`src/rtl/ps2_key_event_fifo_if.sv`:
```
// Handshake bundle for the PS/2 key event buffer.
// Carries the receiver byte channel and the buffered key-event channel.
interface ps2_key_event_fifo_if;
  logic       in_valid;
  logic [7:0] in_data;
  logic       in_ack;
  logic       ev_valid;
  logic [9:0] ev_data;
  logic       ev_pop;

  modport master (
    output in_valid,
    output in_data,
    output ev_pop,
    input  in_ack,
    input  ev_valid,
    input  ev_data
  );

  modport slave (
    input  in_valid,
    input  in_data,
    input  ev_pop,
    output in_ack,
    output ev_valid,
    output ev_data
  );
endinterface

```
`src/rtl/ps2_key_event_fifo.sv`:
```
// PS/2 set-2 scan-code decoder: folds E0/F0 prefixes into key events,
// tracks the held key and press count, and buffers events in a FWFT FIFO.
module ps2_key_event_fifo #(
  parameter int FIFO_DEPTH    = 8,
  parameter int CNT_WIDTH     = 8,
  parameter int FILTER_REPEAT = 1
) (
  input  logic                        clk,
  input  logic                        rst,
  ps2_key_event_fifo_if.slave         bus,
  input  logic                        ovf_clr,
  output logic [$clog2(FIFO_DEPTH):0] fifo_level,
  output logic                        overflow,
  output logic                        proto_err,
  output logic [CNT_WIDTH-1:0]        press_count,
  output logic                        held,
  output logic [8:0]                  held_code
);

  localparam int AW = $clog2(FIFO_DEPTH);
  localparam logic [AW:0] FULL_LEVEL = (AW+1)'(FIFO_DEPTH);
  localparam logic [AW:0] ONE_LEVEL  = (AW+1)'(1);
  localparam bit FILTER_EN = (FILTER_REPEAT != 0);

  typedef enum logic {
    IDLE,
    PREFIX
  } state_t;

  state_t state_q, state_d;
  logic   ext_q, ext_d, brk_q, brk_d;
  logic   ack_q;
  logic   sample;
  logic   ev_fire, err_fire;
  logic [9:0] ev_word;

  // The receiver is only sampled when no acknowledge is outstanding, which
  // limits intake to one byte every two cycles.
  assign sample = bus.in_valid & ~ack_q;

  always_ff @(posedge clk or posedge rst) begin
    if (rst) begin
      ack_q <= 1'b0;
    end else begin
      ack_q <= sample;
    end
  end

  always_ff @(posedge clk or posedge rst) begin
    if (rst) begin
      state_q <= IDLE;
      ext_q   <= 1'b0;
      brk_q   <= 1'b0;
    end else begin
      state_q <= state_d;
      ext_q   <= ext_d;
      brk_q   <= brk_d;
    end
  end

  // Prefix bytes accumulate flags in either state; anything else terminates
  // the sequence, and 0x00/0xFF abort it without producing an event.
  always_comb begin
    state_d  = state_q;
    ext_d    = ext_q;
    brk_d    = brk_q;
    ev_fire  = 1'b0;
    err_fire = 1'b0;
    ev_word  = {ext_q, brk_q, bus.in_data};
    if (sample) begin
      if (bus.in_data == 8'h00 || bus.in_data == 8'hFF) begin
        err_fire = 1'b1;
        ext_d    = 1'b0;
        brk_d    = 1'b0;
        state_d  = IDLE;
      end else if (bus.in_data == 8'hE0) begin
        ext_d   = 1'b1;
        state_d = PREFIX;
      end else if (bus.in_data == 8'hF0) begin
        brk_d   = 1'b1;
        state_d = PREFIX;
      end else begin
        ev_fire = 1'b1;
        ext_d   = 1'b0;
        brk_d   = 1'b0;
        state_d = IDLE;
      end
    end
  end

  logic [8:0] ev_key;
  logic       ev_brk;
  logic       repeat_hit;
  logic       make_acc;
  logic       push;

  assign ev_key     = {ev_word[9], ev_word[7:0]};
  assign ev_brk     = ev_word[8];
  assign repeat_hit = FILTER_EN & held & (held_code == ev_key);
  assign make_acc   = ev_fire & ~ev_brk & ~repeat_hit;
  assign push       = ev_fire & (ev_brk | ~repeat_hit);

  // Press count and held tracking follow accepted makes even when the FIFO
  // has no room for the event itself.
  always_ff @(posedge clk or posedge rst) begin
    if (rst) begin
      press_count <= '0;
      held        <= 1'b0;
      held_code   <= '0;
    end else if (make_acc) begin
      press_count <= press_count + CNT_WIDTH'(1);
      held        <= 1'b1;
      held_code   <= ev_key;
    end else if (ev_fire && ev_brk && held && held_code == ev_key) begin
      held <= 1'b0;
    end
  end

  logic [9:0]    mem [FIFO_DEPTH];
  logic [AW-1:0] wr_ptr, rd_ptr, rd_next;
  logic [AW:0]   level_q;
  logic [9:0]    head_q;
  logic          empty, full;
  logic          pop_ok, push_ok, drop;

  assign empty   = (level_q == '0);
  assign full    = (level_q == FULL_LEVEL);
  assign pop_ok  = bus.ev_pop & ~empty;
  assign push_ok = push & (~full | pop_ok);
  assign drop    = push & full & ~pop_ok;
  assign rd_next = rd_ptr + AW'(1);

  always_ff @(posedge clk) begin
    if (push_ok) begin
      mem[wr_ptr] <= ev_word;
    end
  end

  // head_q is the fall-through output register; it is refilled from the
  // incoming word when that word becomes the new head, and keeps its value
  // once the FIFO drains.
  always_ff @(posedge clk or posedge rst) begin
    if (rst) begin
      wr_ptr  <= '0;
      rd_ptr  <= '0;
      level_q <= '0;
      head_q  <= '0;
    end else begin
      if (push_ok) begin
        wr_ptr <= wr_ptr + AW'(1);
      end
      if (pop_ok) begin
        rd_ptr <= rd_next;
      end
      case ({push_ok, pop_ok})
        2'b10:   level_q <= level_q + ONE_LEVEL;
        2'b01:   level_q <= level_q - ONE_LEVEL;
        default: level_q <= level_q;
      endcase
      if (push_ok && (empty || (pop_ok && level_q == ONE_LEVEL))) begin
        head_q <= ev_word;
      end else if (pop_ok && level_q > ONE_LEVEL) begin
        head_q <= mem[rd_next];
      end
    end
  end

  // Sticky flags: a new set on the same edge as a clear takes priority.
  always_ff @(posedge clk or posedge rst) begin
    if (rst) begin
      overflow  <= 1'b0;
      proto_err <= 1'b0;
    end else begin
      if (drop) begin
        overflow <= 1'b1;
      end else if (ovf_clr) begin
        overflow <= 1'b0;
      end
      if (err_fire) begin
        proto_err <= 1'b1;
      end else if (ovf_clr) begin
        proto_err <= 1'b0;
      end
    end
  end

  assign bus.in_ack   = ack_q;
  assign bus.ev_valid = ~empty;
  assign bus.ev_data  = head_q;
  assign fifo_level   = level_q;

endmodule

```
`src/flat_wrapper.sv`:
```
// flat-port wrapper written by rule: the top's interface ports become plain ports
module ps2_key_event_fifo_flat 
#(
  parameter int FIFO_DEPTH    = 8,
  parameter int CNT_WIDTH     = 8,
  parameter int FILTER_REPEAT = 1
)
  (clk, rst, ovf_clr, fifo_level, overflow, proto_err, press_count, held, held_code, bus_in_valid, bus_in_data, bus_ev_pop, bus_in_ack, bus_ev_valid, bus_ev_data);
  ps2_key_event_fifo_if bus_i ();
  input  logic clk;
  input  logic rst;
  input  logic ovf_clr;
  output logic [$clog2(FIFO_DEPTH):0] fifo_level;
  output logic overflow;
  output logic proto_err;
  output logic [CNT_WIDTH-1:0] press_count;
  output logic held;
  output logic [8:0] held_code;
  input wire logic [$bits(bus_i.in_valid)-1:0] bus_in_valid;
  input wire logic [$bits(bus_i.in_data)-1:0] bus_in_data;
  input wire logic [$bits(bus_i.ev_pop)-1:0] bus_ev_pop;
  output wire logic [$bits(bus_i.in_ack)-1:0] bus_in_ack;
  output wire logic [$bits(bus_i.ev_valid)-1:0] bus_ev_valid;
  output wire logic [$bits(bus_i.ev_data)-1:0] bus_ev_data;
  assign bus_i.in_valid = bus_in_valid;
  assign bus_i.in_data = bus_in_data;
  assign bus_i.ev_pop = bus_ev_pop;
  assign bus_in_ack = bus_i.in_ack;
  assign bus_ev_valid = bus_i.ev_valid;
  assign bus_ev_data = bus_i.ev_data;
  ps2_key_event_fifo #(.FIFO_DEPTH(FIFO_DEPTH), .CNT_WIDTH(CNT_WIDTH), .FILTER_REPEAT(FILTER_REPEAT)) u_core (.clk(clk), .rst(rst), .bus(bus_i), .ovf_clr(ovf_clr), .fifo_level(fifo_level), .overflow(overflow), .proto_err(proto_err), .press_count(press_count), .held(held), .held_code(held_code));
endmodule
```
`config.mk`:
```
export PLATFORM = sky130hd
export DESIGN_NAME = ps2_key_event_fifo_flat
export DESIGN_NICKNAME = d
export VERILOG_FILES = /design/src/rtl/ps2_key_event_fifo_if.sv /design/src/rtl/ps2_key_event_fifo.sv /design/src/flat_wrapper.sv
export SDC_FILE = /design/constraint.sdc
export NUM_CORES = 1
export LEC_CHECK = 0
export CORE_MARGIN = 2
export CORE_UTILIZATION = 44
export CTS_CLUSTER_SIZE = 40
export DETAILED_ROUTE_END_ITERATION = 6
export PLACE_DENSITY = 0.74
export REMOVE_ABC_BUFFERS = 1
export SLEW_MARGIN = 15
export SYNTH_ARGS = -nofsm -noshare
export SYNTH_HDL_FRONTEND = slang
export SYNTH_SLANG_ARGS = --single-unit
```
`constraint.sdc`:
```
create_clock -name clk -period 3.8 [get_ports clk]
set_clock_uncertainty 0.2 [all_clocks]
set_input_delay 0.38 -clock clk [delete_from_list [all_inputs] [get_ports clk]]
set_output_delay 0.38 -clock clk [all_outputs]
set_load 0.005 [all_outputs]
```
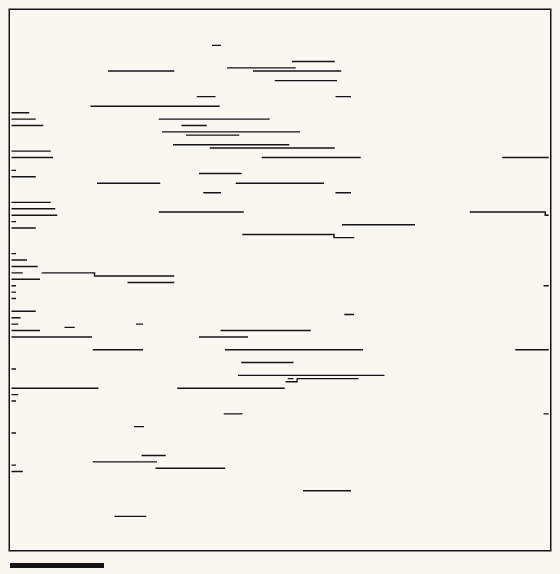
*M3 wires, run 1*
The bar under the picture is 20 um long.
share of all routed wire	6.6%
main direction	horizontal
met3 usage: 5.82%
DR vias: 3375
Total Wirelength: 11800 um

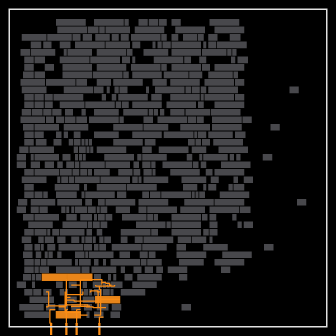
*Wires at chosen ports, followed through buffers, run 1*
port	color	bits	direction	end cells	buffers	wire
`fifo_level`	orange	4	output	4	4	176 um
I/O pin count: 49
port buffer count: 48

==> changes_impl.md, run 1 <==
### Changed

* Worst-margin pin slew at 0.964 ns
* Global-route usage over all layers at 19.4%
* Non-filler cells, final at 609
* Synth Seq Share at 64.6%
* Post_cts resized at 0
* Die width at 115 um
* Pins over their slew limit at 0
* FP Util at 45.0%
* Total congestion overflow at 0
* YS warnings at 0
* Hold WS at 0.282 ns
* Top cell excl fill/tap: edfxtp_1
* Mapped Area at 5380 um^2
* CTS tree: yes
* Distinct lib cells at 48
* Max incr delay on CP at 0.66 ns
* Max_slew headroom at 35.6%
* Post-synthesis register bit count at 123
* # nets final at 469
* Crit path DAT at 3.09 ns
* Minimum clock period at 3.00 ns
* Setup TNS at 0 ns
* CP Class: input port to flop
* Number of cells in Yosys stat at 382
* Crit Path Max Fanout at 13
* Initial antenna violation count at 0
* Final Hold Vio Count at 0
* Storage cell area at 3480 um^2
* OpenROAD warnings at 27
* Clk_lat worst skew at 0.41 ns
* Outcome: finished clean
* Detail Placement HPWL at 7390 um
* Largest net degree at the start of global routing at 44
* Post-DR vias/cell at 5.54
* Final tally of setup violations at 0
* Setup bufs post-CTS at 0
* Worst path top cell family by delay: simple AND/OR/NAND/NOR gates
* Yosys stat area at 5380 um^2
* CTS H-tree lvls at 4
* Critical Path Slowest Stage Cell: clkdlybuf4s50_1
* Sink Count at 123
* Hold Crit Class: flop to flop
* Share of layout cells above drive strength 1 at 17.7%
* Setup slack after layout at 0.797 ns
* Cell count after placement at 577
* Max Cap Viol at 0
* Post-synth EDFFs at 80
* Die extent in y at 115 um
* Ys async rst share at 35.0%
* CP required at 3.89 ns
* Placer Congestion at 0.799
* Root buffer cell: clkbuf_16
* Clock-pin transition on the worst setup and hold timing paths at 0.05 ns
* First DRT Iteration DRCs at 237
* Final period util at 79.0%
* N_diodes at 0
* Detailed-route DRC error count at 0
* Clock Tree Buf Depth at 2
* Drt first pass iters at 4
* Drt wl/cell at 19.3 um
* Final core utilization at 55.8%
* CP bufs+invs at 2
* First-pass GRT wire length at 18900 um
* RSZ-0062 raised after global routing: false
* Syn_area_per_cell at 14.1 um^2
* Main flop type: edfxtp_1
* Setup crit end kind: flop
* Leak at 2.45 nW
* Die Area at 13100 um^2
* Vias in the first global route at 3557
* Hold-fix buffers, CTS at 0
* Maximum VDD drop at 566 uV
* Post-Place Worst Slack at 0.392 ns
* Dominant logic cell types in the final layout: edfxtp_1, clkdlybuf4s50_1, dfrtp_1, nand2_1, nor2b_1
* Fillcell total at 932
* Setup crit start kind: input port
* Row Count at 40
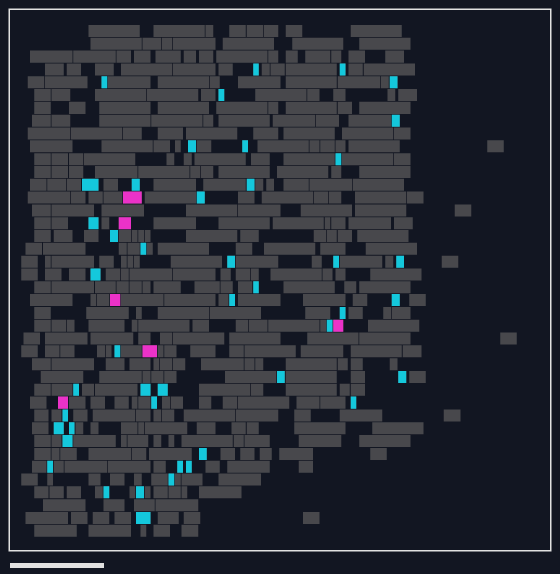
*Gate families picked out, run 1*
The bar under the picture is 20 um long.
family	color	cells
nand cells	cyan	45
and/or cells	magenta	6

[run 1: state kept, by name, indices dropped and copies added (netlist names)]
signal and flops:
u_core.fifo_level 4, u_core.bus.ev_data 10, u_core.rd_ptr 3, u_core.mem 80, u_core.proto_err 1, u_core.held_code 9
u_core.wr_ptr 3, u_core.overflow 1, u_core.bus.in_ack 1, u_core.brk_q 1, u_core.held 1, u_core.press_count 8
u_core.ext_q 1
[run 1: worst paths after layout]
check / start / endpoint / slack [ns] / depth (start not counted)
setup / recovery: bus_in_data[2] / u_core.fifo_level[2] / 0.80 / 10
hold reg to reg: u_core.press_count[7] / u_core.press_count[7] / 0.28 / 1
hold / removal: u_core.press_count[7] / u_core.press_count[7] / 0.28 / 1
min in group asynchronous: rst / u_core.press_count[6] / 0.31 / 2
setup reg to reg: u_core.fifo_level[0] / u_core.fifo_level[2] / 0.82 / 11
max in group asynchronous: rst / u_core.bus.ev_data[9] / 2.48 / 2
[run 1: routing by layer]
metal,GRT usage (%),up-vias,share of wire [%]
li1,-,1579,-
met1,23.4,1650,41
met2,32.9,127,51
met3,5.82,19,6.5
met4,7.48,0,1.7
met5,0,-,0
[run 1: cells by family after synthesis]
kind of cell | after synthesis | synth area share [%]
multiplexers | 43 | 9.44
XOR/XNOR | 25 | 4.07
flip-flops | 123 | 64.6
AND/OR/NAND/NOR | 103 | 10.6
AND-OR/OR-AND | 55 | 7.48
adder cells (fa/ha/maj) | 7 | 1.63
buffers and inverters | 26 | 2.14
[run 1: through the flow]
step | total power [W] | area (um^2)
floorplan | 0.00315 | 5310
global placement | 0.00392 | 6120
detailed placement | 0.00399 | 6120
CTS | 0.00550 | 6680
global route | 0.00577 | 6680
finish | 0.00546 | 6680
[run 1: power breakdown]
group	internal, W	switching (W)
Clock	0.000928	0.000562
Combinational	0.000996	0.00104
Sequential	0.00171	0.000225
[run 1: synthesized netlist by cell type, types with 3 or more instances]
cell	count	share of area [%]
xnor2_1	15	2.4
a21oi_1	3	0.28
dfrtp_1	43	20
mux2i_1	11	2.0
o21ai_0	12	1.1
mux2_2	12	2.5
ha_1	7	1.6
nor2b_1	20	2.3
mux2_1	10	2.1
clkbuf_1	11	0.77
mux2_4	10	2.8
inv_1	8	0.56
o41ai_1	11	1.8
nor4_1	4	0.46
nor2_1	15	1.0
nand2_1	23	1.6
nor3_1	8	0.74
a211oi_1	10	1.4
edfxtp_1	80	45
nand2b_1	3	0.35
xor2_1	10	1.6
a2111oi_0	10	1.6
nand4_1	3	0.35
nand3_1	14	1.3
[run 1: layout make-up]
class                           count  share of cell area (%)
Clock inverter                     11                    1.46
Timing Repair Buffer               64                    9.18
Multi-Input combinational cell    233                    27.0
Clock buffer                       21                    6.90
Inverter                           10                   0.562
Sequential cell                   123                    52.1
Tap cell                          147                    2.76
--- run 2 (diff from run 1) ---
--- a/config.mk
+++ b/config.mk
@@ -9,7 +9,7 @@
 export CORE_UTILIZATION = 44
 export CTS_CLUSTER_SIZE = 40
 export DETAILED_ROUTE_END_ITERATION = 6
-export PLACE_DENSITY = 0.74
+export PLACE_DENSITY = 0.76
 export REMOVE_ABC_BUFFERS = 1
 export SLEW_MARGIN = 15
 export SYNTH_ARGS = -nofsm -noshare
==> constraint.sdc (replaced) <==
create_clock -name clk -period 2.4 [get_ports clk]
set_clock_uncertainty 0.2 [all_clocks]
set_input_delay 0.24 -clock clk [delete_from_list [all_inputs] [get_ports clk]]
set_output_delay 0.24 -clock clk [all_outputs]
set_load 0.005 [all_outputs]
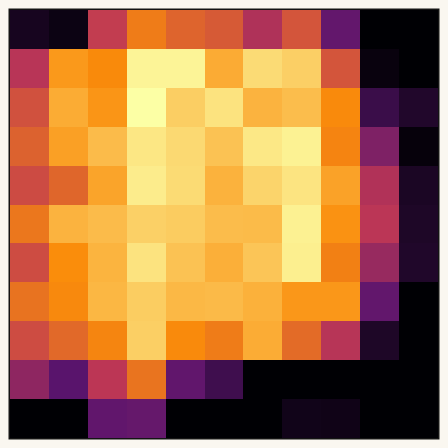
*Cell area per tile, run 2*
The die is cut into 11 by 11 equal tiles; black is low, pale yellow is high, 0 to 100% covered.
mean over tiles	56%
emptiest ninth of the die	bottom right
fullest tile	100%

==> run 2 against run 1 <==
First-iteration DRC count is 1.3% lower. Flip-flop count stayed put. Clock-buffer cell count stayed put. Cell count is 11% higher. Critical endpoint is now u_core.mem[0][7].
==> changes_impl.md, run 2 <==
### Changed

* Outcome: finished clean
* Post-Place Worst Slack at -0.552 ns
* Number of cells in Yosys stat at 382
* FP Util at 45.0%
* Die Area at 13100 um^2
* Syn_area_per_cell at 14.1 um^2
* Routed wl met2 at 6600 um
* Post-synth EDFFs at 80
* Row Count at 40
* CP required at 2.37 ns
* OpenROAD warnings at 28
* Hold Crit Class: input port to flop
* Distinct lib cells at 48
* Root buffer cell: clkbuf_16
* WL met3 at 902 um
* YS warnings at 0
* Top sig layer: met4
* N_diodes at 0
* Clock Tree Buf Depth at 2
* Maximum VDD drop at 713 uV
* Cell accounting for the most synthesized area: edfxtp_1
* Setup crit start kind: input port
* Port buffer count at 48
* DR vias at 3784
* Mapped Area at 5380 um^2
* Leak at 2.88 nW
* CTS tree: yes
* First-pass GRT wire length at 20400 um
* Clk_lat worst skew at 0.41 ns
* Post-synthesis register bit count at 123
* Final Hold Vio Count at 0
* First DRT Iteration DRCs at 234
* Share of layout cells above drive strength 1 at 31.8%
* Dominant logic cell types in the final layout: edfxtp_1, buf_4, clkdlybuf4s50_1, dfrtp_1, nand2_1
* Yosys stat area at 5380 um^2
* Global-route usage over all layers at 20.6%
* Synth Seq Share at 64.6%
* Hold WS at 0.0515 ns
* CTS H-tree lvls at 4
* Detail Placement HPWL at 8430 um
==> run 2: netlist changes by cell type in the layout (fill, tap and decap cells not counted), moves of 4 or more <==
cell       before  now
buf_6           0    6
nor2_1         15   10
buf_12          1    5
bufinv_16       1    5
buf_4          15   70
==> run 2: timing repair <==
action                                  CTS  global route
endpoints found under the setup margin   93            91
hold endpoints to repair                 21             0
gates resized                            28            20
gates cloned                              2             0
pin swaps                                 4             6
hold buffers                              1             0
buffers inserted                          2             2
==> run 2: worst paths after layout <==
path | cells after the start | endpoint | slack (ns) | from
hold reg to reg | 1 | u_core.press_count[7] | 0.29 | u_core.press_count[7]
setup / recovery | 10 | u_core.mem[0][7] | 0.03 | bus_in_data[1]
hold / removal | 3 | u_core.held_code[4] | 0.05 | bus_in_data[4]
max in group asynchronous | 4 | u_core.rd_ptr[1] | 0.87 | rst
min in group asynchronous | 3 | u_core.press_count[5] | 0.56 | rst
setup reg to reg | 9 | u_core.mem[3][7] | 0.03 | u_core.fifo_level[0]
==> run 2: metrics by stage <==
stage | power (W) | std cells | cell area (um^2) | util (%)
final | 0.00986 | 675 | 7500 | 62.7
after global placement | 0.00663 | 637 | 6620 | 55.3
after detailed placement | 0.00676 | 637 | 6620 | 55.3
after floorplan | 0.00499 | 366 | 5310 | -
after global routing | 0.0103 | 675 | 7500 | 62.7
after CTS | 0.00977 | 673 | 7420 | 62.0
==> run 2: report_power, final <==
group	total, W	switching [W]	leakage [nW]	internal [W]
registers	0.00306	0.000350	1.24	0.00271
clock network	0.00280	0.000884	0.311	0.00192
logic	0.00400	0.00190	1.33	0.00209
==> run 2: cells by family (layout without fill, tap and decap cells) <==
| group | count (synthesis) | after routing | share of synthesized area, % |
|---|---|---|---|
| AND-OR/OR-AND | 55 | 55 | 7.48 |
| XOR/XNOR | 25 | 25 | 4.07 |
| adder cells (fa/ha/maj) | 7 | 7 | 1.63 |
| AND/OR/NAND/NOR | 103 | 103 | 10.6 |
| flip-flops | 123 | 123 | 64.6 |
| multiplexers | 43 | 43 | 9.44 |
| buffers and inverters | 26 | 172 | 2.14 |
==> run 2: critical path: stages <==
cell,delay [ns]
clkdlybuf4s50_1,0.44
or4_4,0.56
o21a_1,0.23
o21ai_2,0.19
nor2_2,0.07
inv_2,0.11
buf_6,0.14
nor4_4,0.04
buf_4,0.17
buf_12,0.14
==> run 2: layout make-up <==
cell class	count	area [um^2]	area share (%)
clock buffers	21	470	6.27
clock inverters	11	190	2.54
inverters	10	37.5	0.501
multi-input cells	233	1950	26.0
flip-flops and latches	123	3480	46.4
well taps	147	184	2.45
repair buffers	130	1190	15.8
==> run 2: per-layer routing <==
metal  track usage (%)  vias to the layer above
met5                 0                        -
met4              7.72                        0
li1                  -                     1712
met3              4.98                       20
met2              34.0                      160
met1              26.5                     1892
No activity file was given, so power comes from the tool's default toggle rates.
